==> config.mk <==
export PLATFORM = sky130hd
export DESIGN_NAME = uart_tx_arbiter
export DESIGN_NICKNAME = d
export VERILOG_FILES = /design/src/rtl/uart_tx_arbiter.sv
export SDC_FILE = /design/constraint.sdc
export NUM_CORES = 1
export LEC_CHECK = 0
export ABC_AREA = 1
export ABC_CLOCK_PERIOD_IN_PS = 2800
export CAP_MARGIN = 25
export CORE_ASPECT_RATIO = 1.4
export CORE_MARGIN = 2
export CORE_UTILIZATION = 52
export DETAILED_ROUTE_END_ITERATION = 7
export PLACE_DENSITY = 0.86
export SLEW_MARGIN = 20
export SYNTH_ARGS = -nofsm -noshare
export SYNTH_HDL_FRONTEND = slang
export SYNTH_SLANG_ARGS = --single-unit
==> constraint.sdc <==
create_clock -name sys_clk -period 2.8 [get_ports sys_clk]
set_input_delay 0.56 -clock sys_clk [delete_from_list [all_inputs] [get_ports sys_clk]]
set_output_delay 0.56 -clock sys_clk [all_outputs]
set_load 0.02 [all_outputs]
### Cell area per tile

Scale: 4 px per um. 6 x 8 tiles, from white (low) to dark blue (high), 0 to 100% covered.
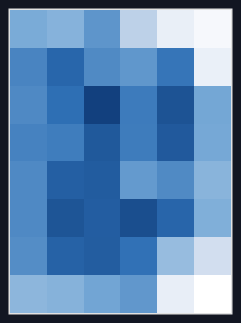
fullest tile: 94%
mean over tiles: 59%
tiles over 75% full: 27%
nearly empty tiles: 2.1%
emptiest ninth of the die: lower right
Pre-Place Util: 53.5%
Core Util, Final: 69.9%
area of the core: 3580 um2

### Clock wires, drivers and flops

Scale: 8 px per um.
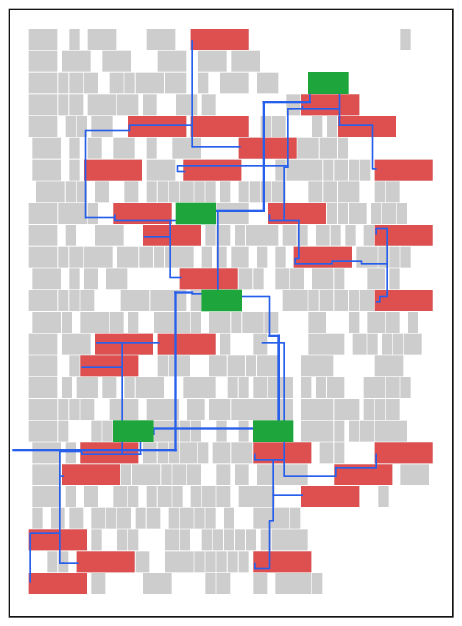
legend:
  green:
    item: cells driving clock nets
    count: 5
  blue:
    item: clock wires
    length: 420 um
  red:
    item: flip-flops
    count: 29
flops lie: spread over the die
routed clock nets: 6
Clk pwr share: 15.2%
Clk. pwr: 317 uW

### Supply network

Scale: 6 px per um. Pins as bars on the die edge.
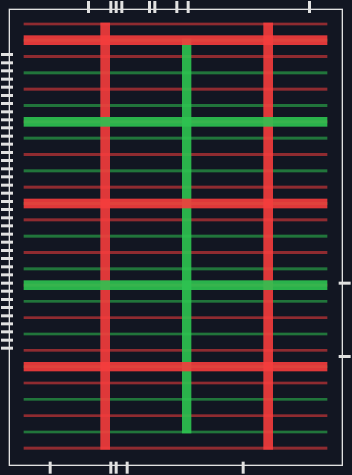
legend:
  green:
    net: VDD
  red:
    net: VSS
met4 straps: 3
met1 rails: 27
rows: 26
Die Wd: 55.3 um
VDD IR max: 0.000759 V
die height: 75.8 um

==> metrics.yaml <==
cells_and_area:
  finalNetCount: 375
  antennaDiodeCount: 0
  drive_above_1_share_pct: 10.1
synthesis:
  yosys.area.top_type: "dfxtp_1"
  mux_share_pct: 0
  synth_flops: 29
  logic_family: "simple AND/OR/NAND/NOR gates"
  yosysCellCount: 285
  yosys_warnings: 0
  ys_area_um2: 1910
  simple_gate_area_share_pct: 40.6
final_timing:
  clock.fmax_mhz: 384
  period_needed_ns: 2.60
  period_used_pct: 92.9
worst_setup_path:
  start_kind: "primary input"
  slowest_delay_ns: 0.61
  rrSetupSlack_ns: 0.95
  critical_path_class: "primary input to primary output"
  cp.required_ns: 2.24
  crit_slowest_cell: "clkdlybuf4s50_1"
route:
  drtPass1Iterations: 4
  post_drt_wl_per_cell_um: 12.1
  ant_nets: 0
cts:
  post_cts_resized: 0
  cts-root-buf: "clkbuf_8"
  clockBufferDepth: 2
  clkTransAtPathRegs_ns: 0.06
die:
  row_count: 26
grt:
  grt_overflow: 0
pwr:
  power_density_nw_per_um2: 837
run_status:
  outcome: "finished, final reports clean"
placement:
  numPortBuffers: 48
-- per-layer routing --
metal  track usage (%)  wire [um]  up-vias
met5                 0          0        -
met4              8.13         59        0
met3              6.79        260        8
met2              43.8       2380       55
met1              24.8       1870      895
li1                  -          -     1038
-- power breakdown --
group,switching [uW],total [uW],internal (uW)
combinational,724,1160,433
sequential,121,618,498
clock,155,317,163
-- logic make-up after synthesis --
kind of cell	Yosys count
and+or+nand+nor	157
AOI/OAI and AO/OA	52
buffers and inverters	40
DFF	29
adders and majority gates	5
xor gates and xnor gates	1
other	1
-- worst max-delay path: cells and delay by family --
kind | cells | cell delay, ns
buf+inv | 3 | 1.17
simple gates | 2 | 0.30
-- cell type report --
type | count | area, um2
multi-input cells | 219 | 1170
fillers | 304 | 1080
flip-flops and latches | 29 | 581
repair buffers | 52 | 510
inverters | 30 | 113
clock buffers | 5 | 68.8
well taps | 42 | 52.6
clock inverters | 1 | 5.00
-- stage by stage --
stage | power [uW] | std cells | instance area (um2)
2_1_floorplan | 1480 | 288 | 1920
3_3_place_gp | 1750 | 372 | 2430
3_5_place_dp | 1770 | 372 | 2430
4_1_cts | 2090 | 378 | 2500
5_1_grt | 2290 | 378 | 2500
6_report | 2090 | 378 | 2500
-- cell usage after synthesis --
cell and instances:
nand4_2 1, nand4_4 1, nor2_1 31, clkinv_1 1, nor3b_2 1, o21ai_1 5
o21bai_1 1, nand2_4 3, nor3b_1 2, clkbuf_1 5, o31ai_1 1, nor2_4 5
nor3_1 2, o21ai_0 10, nand3b_1 2, a21oi_2 2, inv_1 25, nand2_2 3
nand4_1 6, nand2_1 70, ha_1 5, a21oi_1 20, xor2_1 1, nand3_4 1
a211oi_2 1, a31oi_1 2, dfxtp_1 29, nor2_2 2, inv_2 4, buf_6 1
o211ai_1 10, conb_1 1, buf_4 4, nand3_1 27
Power and IR drop assume default switching activity.
